`src/rtl/priority_decoder.sv`:
```
// Bit-serial decoder for a one-hot left/right pair: recovers both indices, the inclusive span and a
// malformed-pair flag. Define PRIORITY_DECODER_ERR_CNT_EN to add the saturating err_cnt_o counter.
module priority_decoder #(
  parameter int WIDTH = 16,
  parameter int IDX_W = $clog2(WIDTH)
) (
  input  logic             clk_i,
  input  logic             rst_n_i,
  input  logic [WIDTH-1:0] data_left_i,
  input  logic [WIDTH-1:0] data_right_i,
  input  logic             data_val_i,
  output logic             data_ready_o,
  output logic [IDX_W-1:0] idx_left_o,
  output logic [IDX_W-1:0] idx_right_o,
  output logic [WIDTH-1:0] span_o,
  output logic             error_o,
  output logic             data_val_o,
  input  logic             data_ready_i
`ifdef PRIORITY_DECODER_ERR_CNT_EN
  ,
  output logic [15:0]      err_cnt_o
`endif
);

  localparam logic [1:0]       S_IDLE   = 2'd0;
  localparam logic [1:0]       S_SCAN   = 2'd1;
  localparam logic [1:0]       S_DONE   = 2'd2;
  localparam logic [IDX_W-1:0] CNT_LAST = IDX_W'(WIDTH - 1);

  logic [1:0]       state;
  logic [IDX_W-1:0] cnt;
  logic [WIDTH-1:0] left_q, right_q, span_q;
  logic [IDX_W-1:0] idxl_q, idxr_q;
  logic [1:0]       lhit_q, rhit_q;
  logic             l_seen_q, r_seen_q;

  // next-step values of the scan, one bit per clock
  logic             bit_l, bit_r, span_bit, legal;
  logic [1:0]       lhit_nxt, rhit_nxt;
  logic [IDX_W-1:0] idxl_nxt, idxr_nxt;
  logic [WIDTH-1:0] span_nxt;

  assign data_ready_o = (state == S_IDLE);

  always_comb begin
    bit_l    = left_q[cnt];
    bit_r    = right_q[cnt];
    lhit_nxt = (bit_l && lhit_q != 2'd2) ? lhit_q + 2'd1 : lhit_q;
    rhit_nxt = (bit_r && rhit_q != 2'd2) ? rhit_q + 2'd1 : rhit_q;
    idxl_nxt = bit_l ? cnt : idxl_q;
    idxr_nxt = bit_r ? cnt : idxr_q;
    // the left bit itself stays inside the span; only bits above it are excluded
    span_bit = (r_seen_q | bit_r) & ~l_seen_q;
    span_nxt = span_q | (WIDTH'(span_bit) << cnt);
    legal    = (lhit_nxt == 2'd0 && rhit_nxt == 2'd0) ||
               (lhit_nxt == 2'd1 && rhit_nxt == 2'd1 && idxr_nxt <= idxl_nxt);
  end

  always_ff @(posedge clk_i or negedge rst_n_i) begin
    if (!rst_n_i) begin
      state       <= S_IDLE;
      cnt         <= '0;
      left_q      <= '0;
      right_q     <= '0;
      span_q      <= '0;
      idxl_q      <= '0;
      idxr_q      <= '0;
      lhit_q      <= '0;
      rhit_q      <= '0;
      l_seen_q    <= 1'b0;
      r_seen_q    <= 1'b0;
      idx_left_o  <= '0;
      idx_right_o <= '0;
      span_o      <= '0;
      error_o     <= 1'b0;
      data_val_o  <= 1'b0;
    end else begin
      case (state)
        S_IDLE: begin
          if (data_val_i) begin
            left_q   <= data_left_i;
            right_q  <= data_right_i;
            cnt      <= '0;
            span_q   <= '0;
            idxl_q   <= '0;
            idxr_q   <= '0;
            lhit_q   <= '0;
            rhit_q   <= '0;
            l_seen_q <= 1'b0;
            r_seen_q <= 1'b0;
            state    <= S_SCAN;
          end
        end
        S_SCAN: begin
          span_q   <= span_nxt;
          idxl_q   <= idxl_nxt;
          idxr_q   <= idxr_nxt;
          lhit_q   <= lhit_nxt;
          rhit_q   <= rhit_nxt;
          l_seen_q <= l_seen_q | bit_l;
          r_seen_q <= r_seen_q | bit_r;
          if (cnt == CNT_LAST) begin
            state       <= S_DONE;
            data_val_o  <= 1'b1;
            error_o     <= ~legal;
            idx_left_o  <= legal ? idxl_nxt : '0;
            idx_right_o <= legal ? idxr_nxt : '0;
            span_o      <= legal ? span_nxt : '0;
          end else begin
            cnt <= cnt + 1'b1;
          end
        end
        S_DONE: begin
          if (data_ready_i) begin
            state       <= S_IDLE;
            data_val_o  <= 1'b0;
            error_o     <= 1'b0;
            idx_left_o  <= '0;
            idx_right_o <= '0;
            span_o      <= '0;
          end
        end
        default: state <= S_IDLE;
      endcase
    end
  end

`ifdef PRIORITY_DECODER_ERR_CNT_EN
  always_ff @(posedge clk_i or negedge rst_n_i) begin
    if (!rst_n_i)
      err_cnt_o <= '0;
    else if (state == S_DONE && data_ready_i && error_o && err_cnt_o != 16'hFFFF)
      err_cnt_o <= err_cnt_o + 16'd1;
  end
`endif

endmodule

```
`config.mk`:
```
export PLATFORM = sky130hd
export DESIGN_NAME = priority_decoder
export DESIGN_NICKNAME = d
export VERILOG_FILES = /design/src/rtl/priority_decoder.sv
export SDC_FILE = /design/constraint.sdc
export NUM_CORES = 1
export LEC_CHECK = 0
export CAP_MARGIN = 20
export CORE_MARGIN = 10
export CORE_UTILIZATION = 50
export CTS_BUF_LIST = sky130_fd_sc_hd__clkbuf_4 sky130_fd_sc_hd__clkbuf_8 sky130_fd_sc_hd__clkbuf_16
export CTS_CLUSTER_SIZE = 25
export DETAILED_ROUTE_END_ITERATION = 10
export PLACE_DENSITY = 0.79
export SYNTH_ARGS = -nofsm -noshare
export SYNTH_HDL_FRONTEND = slang
export SYNTH_SLANG_ARGS = --single-unit
```
`constraint.sdc`:
```
create_clock -name clk_i -period 3.95 [get_ports clk_i]
set_input_delay 0.5925 -clock clk_i [delete_from_list [all_inputs] [get_ports clk_i]]
set_output_delay 0.5925 -clock clk_i [all_outputs]
set_load 0.02 [all_outputs]
```
==> run_1/cell_classes.png <==
(3 px per um) Fill, decap, tap and diode cells in gray.
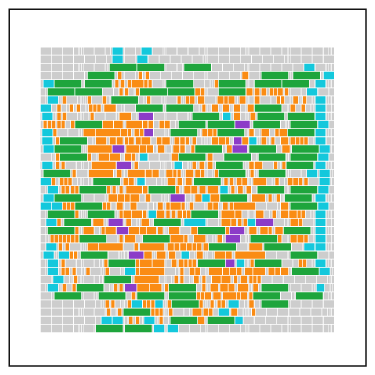
| class | color | cells |
|---|---|---|
| other buffers and delay cells | cyan | 76 |
| all other logic | orange | 397 |
| flip-flops | green | 94 |
| clock drivers and dummy loads | purple | 16 |
core occupancy in the finished layout: 61.9%
Site Rows: 35
sequential share of cell area: 40.7%

==> run_1/clock_map.png <==
(4 px per um)
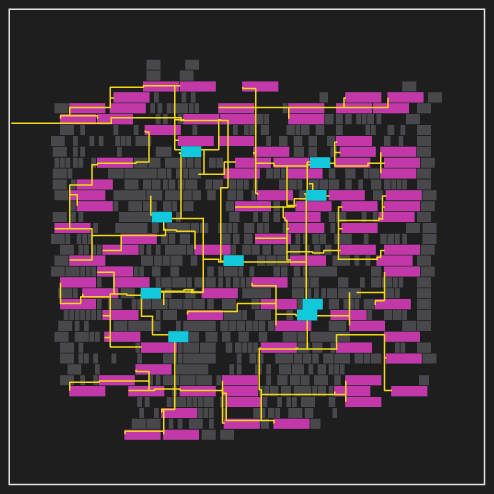
[cells driving clock nets] cyan | count: 9
[clock wires] yellow | length: 1150 um
[flip-flops] magenta | count: 94
routed clock nets: 10
Clock net power: 648 uW
proportion of power drawn by the clock network: 11.4%
Worst Clk Skew: 12.1 ps
later-pin clock latency in the skew report: 370 ps

==> run_1/final_clocks.png <==
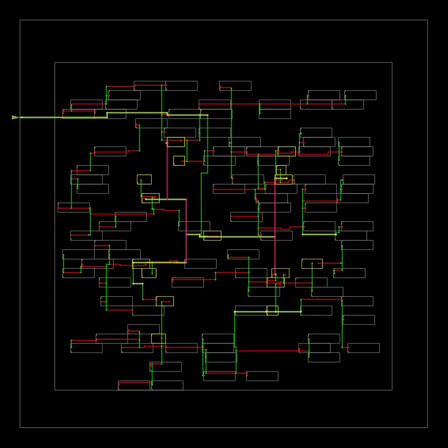
TritonCTS Buffers: 9
flip-flops: 94
clock buffer count: 9

==> run_1/zoom.png <==
Region (47, 47) to (72, 72) um. Cells in gray, sequential cells in the stronger gray; small squares are vias.
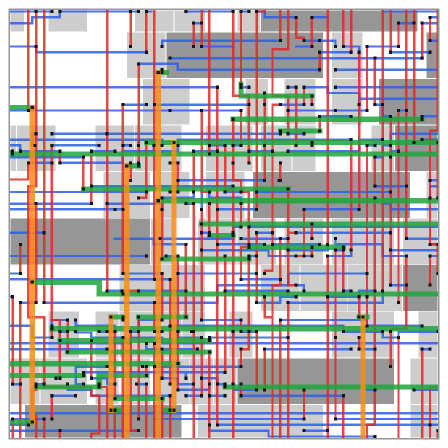
| layer | color |
|---|---|
| met4 | orange |
| met1 | blue |
| met3 | green |
| met2 | red |
sequential cells in the window: 5
cells with their middle in the window: 50
most frequent: nand2_1 (6)
netlist names of flops here include: idxl_q (2), span_q (2)

==> run summary, run 1 <==
Main metrics from the flow reports.

The run finished with clean final reports. The critical path starts at cnt[1]. The largest fanout on the critical path came out at 25.

After filler insertion, the fill cell instance count of the layout stands at 819. The net count of the mapped netlist is 564. Setup repair after global routing left no endpoint under its margin. The count of placed standard cells in the final layout, fillers left out is 712. The kind of critical path is reg2reg. Grouping non-sequential cells by family puts the most area in simple AND/OR/NAND/NOR gates. The endpoint identified for the worst register-to-register timing path is span_o[5]. The largest cell class by area is registers. The area reported by Yosys stat is 4840 um2. Per the timing report, the achievable frequency comes out to 270 MHz. Grouping stages by cell kind, the critical path spends the most delay in AND-OR/OR-AND gates. The cell with the largest stage delay on the worst path is dfrtp_1. Entering global routing, the biggest net connects 65 pins. The final routed wirelength across all metal layers is 11900 um. The horizontal die size is 118 um. The worst vdd rail ir drop is 0.455 mV.

Looking at the reg2reg group, the worst path starts from cnt[1]. The global-route wire length before repair came out at 19900 um. The final timing report lists a max-slew violation count of 0. The via total after detailed routing came out at 4037. Total power for the finished layout comes to 5690 uW. The count of cells along the worst register-to-register path came out at 11. The area of all placed cells without fillers is 5770 um2. The total die area is 14000 um2.

The inserted tap cell count came out at 129. The number of maximum-capacitance violations came out at 0. The setup check on the worst reg-to-reg path leaves a slack of 250 ps. The clock transition at the registers of the reported paths came out at 110 ps. The wire length per cell after detailed routing came out at 16.8 um. The slew at the pin closest to its max-slew limit came out at 790 ps. Per the cell usage report, the commonest logic cells after layout are 153 x nand2_1, 94 x dfrtp_1, 61 x clkdlybuf4s50_1, 32 x o21ai_0, 30 x nor2_1. The hold violation total from the final report is 0.

In this run the count of I/O pins placed on the die edge is 63. Of all the cell area in the finished design, non-clock buffers hold 12.7%. The cell count along the critical path is 11. The total global routing track utilization is 16.7%. The number of global-route vias before repair is 3970. For reference, the critical path is captured by span_o[5]. The worst setup path is launched from a flop.

The script extracted a total leakage power of 0.00259 uW. Dividing the synthesized area by the synthesized cell count gives 9.26 um2. Counting only logic cells after layout, the most numerous master is nand2_1.

The instance count of the mapped netlist came out at 523. The quantity of hold-fixing buffers added after cts is 0.
run 1: report_power, final:
group | switching [uW] | internal (uW)
Combinational | 1890 | 1380
Sequential | 372 | 1400
Clock | 397 | 251
run 1: routing by layer:
layer,vias to the layer above,routed length (um)
met5,-,0
met4,0,167
met3,19,857
met2,168,5510
met1,1926,5410
li1,1924,-
run 1: flip-flops by register name, indices dropped and copies added, names as in the netlist:
name         flops
data_val_o       1
r_seen_q         1
idx_left_o       4
lhit_q           2
right_q         16
rhit_q           2
idxl_q           4
error_o          1
left_q          16
l_seen_q         1
cnt              4
idxr_q           4
span_q          16
state            2
span_o          16
idx_right_o      4
==> run_1/density.png <==
(2 px per um) 12 x 12 tiles, from black (low) to pale yellow (high), 0 to 100% covered.
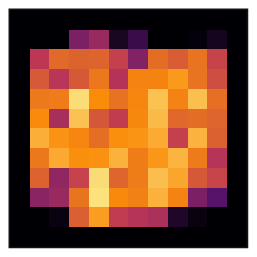

==> run 2, diff against run 1 <==
--- a/config.mk
+++ b/config.mk
@@ -11,7 +11,7 @@
 export CTS_BUF_LIST = sky130_fd_sc_hd__clkbuf_4 sky130_fd_sc_hd__clkbuf_8 sky130_fd_sc_hd__clkbuf_16
 export CTS_CLUSTER_SIZE = 25
 export DETAILED_ROUTE_END_ITERATION = 10
-export PLACE_DENSITY = 0.79
+export PLACE_DENSITY = 0.76
 export SYNTH_ARGS = -nofsm -noshare
 export SYNTH_HDL_FRONTEND = slang
 export SYNTH_SLANG_ARGS = --single-unit
==> run_2/density.png <==
(2 px per um) 12 x 12 tiles, from black (low) to pale yellow (high), 0 to 100% covered.
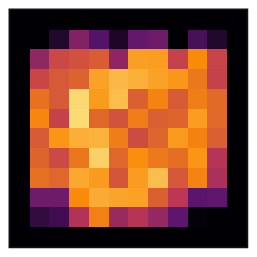
densest ninth of the die: center
emptiest ninth of the die: lower right
mean over tiles: 40%
core occupancy in the finished layout: 62.0%
initial standard-cell utilization of the core: 51.9%

==> run 2 against run 1 <==
Sequential share of layout area is essentially flat. Via count grew 0.99%. Global-route usage hardly changed. Critical path type unchanged. Largest cell class unchanged.
==> run summary, run 2 <==
Main metrics from the flow reports.

The count of placed standard cells in the final layout, fillers left out is 714. Leaving out fill and tap cells, the most frequent cells in the layout are 153 x nand2_1, 94 x dfrtp_1, 61 x clkdlybuf4s50_1, 32 x o21ai_0, 30 x nor2_1. The die is 118 um wide. The area recorded from the Yosys report for this design is 4840 um2. At the pin with the least slew margin, the transition time is 858 ps.

There are 94 flip-flops and latches. Buffers inserted during clock tree synthesis total 9. The cell-internal power is 3010 uW. The total power consumption of the routed design came out at 5610 uW. The critical path is of the reg2reg type. The largest clock skew in the final design is 25.1 ps. The clock transition at the registers of the reported paths is 110 ps.

The power report attributes to the clock group a share of 11.3%. The via total after detailed routing is 4077. The global-route wire length before repair came out at 19900 um.

Counting the fill cells in the layout gives 810. In this run the maximum-capacitance check reported violations numbering 0. The combinational share of power came out at 57.1%. Non-clock inverters in the final layout number 11. Entering global routing, the biggest net connects 72 pins. Per report_power, the sequential group accounts for 31.6% of the total. The final report gives the standard cell area, fillers excluded, as 5780 um2. Each instance of the synthesized netlist takes up on average 9.26 um2. The largest delay contributor family on the critical path is AND-OR/OR-AND gates.

Global routing used 16.7% of the available tracks. The final routed wirelength across all metal layers is 11800 um. In this run the worst setup path begins at cnt[2]. The most common library cell in the layout ignoring fill and taps is nand2_1.

The largest cell class by area is registers. For this design the top-level I/O count stands at 63. Setup repair after global routing left no endpoint under its margin. The wire length per cell after detailed routing came out at 16.5 um.

The script computed the net switching share of total power as 46.4%. Per the timing report, the most critical flop-to-flop path finishes at span_o[15]. The run finished with clean final reports. The power consumed by combinational cells came out at 3200 uW.

Per the timing report, the most critical flop-to-flop path originates at cnt[2]. The worst vdd rail ir drop is 0.449 mV. Measured in cells, the most critical reg-to-reg path has a length of 13. The largest individual stage delay along the critical path comes from the cell mux4_2. The non-clock buffer area fraction after layout is 12.8%. The flow reports power dissipated in the clock network as 636 uW. The power report puts the net switching power at 2600 uW.

The type of element launching the critical path is a flop. The instance count of the mapped netlist is 523. The number of clock buffers in the layout is 9. In this run the number of cells on the critical path is 13. The worst register-to-register path has a setup slack of 300 ps. Power attributed to sequential cells is 1770 uW. The static leakage is 0.00260 uW.
[run 2: cell counts after synthesis]
Identical to the previous run, type by type.
[run 2: cell families (layout without fill, tap and decap cells)]
family                   count (synthesis)  count (layout)  synth area share (%)
flip-flops                              94              94                  48.6
buffers and inverters                   43             105                  4.24
AND-OR/OR-AND                          110             110                  15.7
multiplexers                            30              30                  8.48
AND/OR/NAND/NOR                        239             239                  21.3
XOR/XNOR                                 1               1                 0.181
adder cells (fa/ha/maj)                  6               6                  1.52
[run 2: metal layers]
layer	share of wire [%]	up-vias	routed length, um
met5	0.29	-	34
met4	2.6	2	303
met3	7.3	33	854
met2	47	160	5470
met1	43	1945	5100
li1	-	1937	-
No activity file was given, so power comes from the tool's default toggle rates.
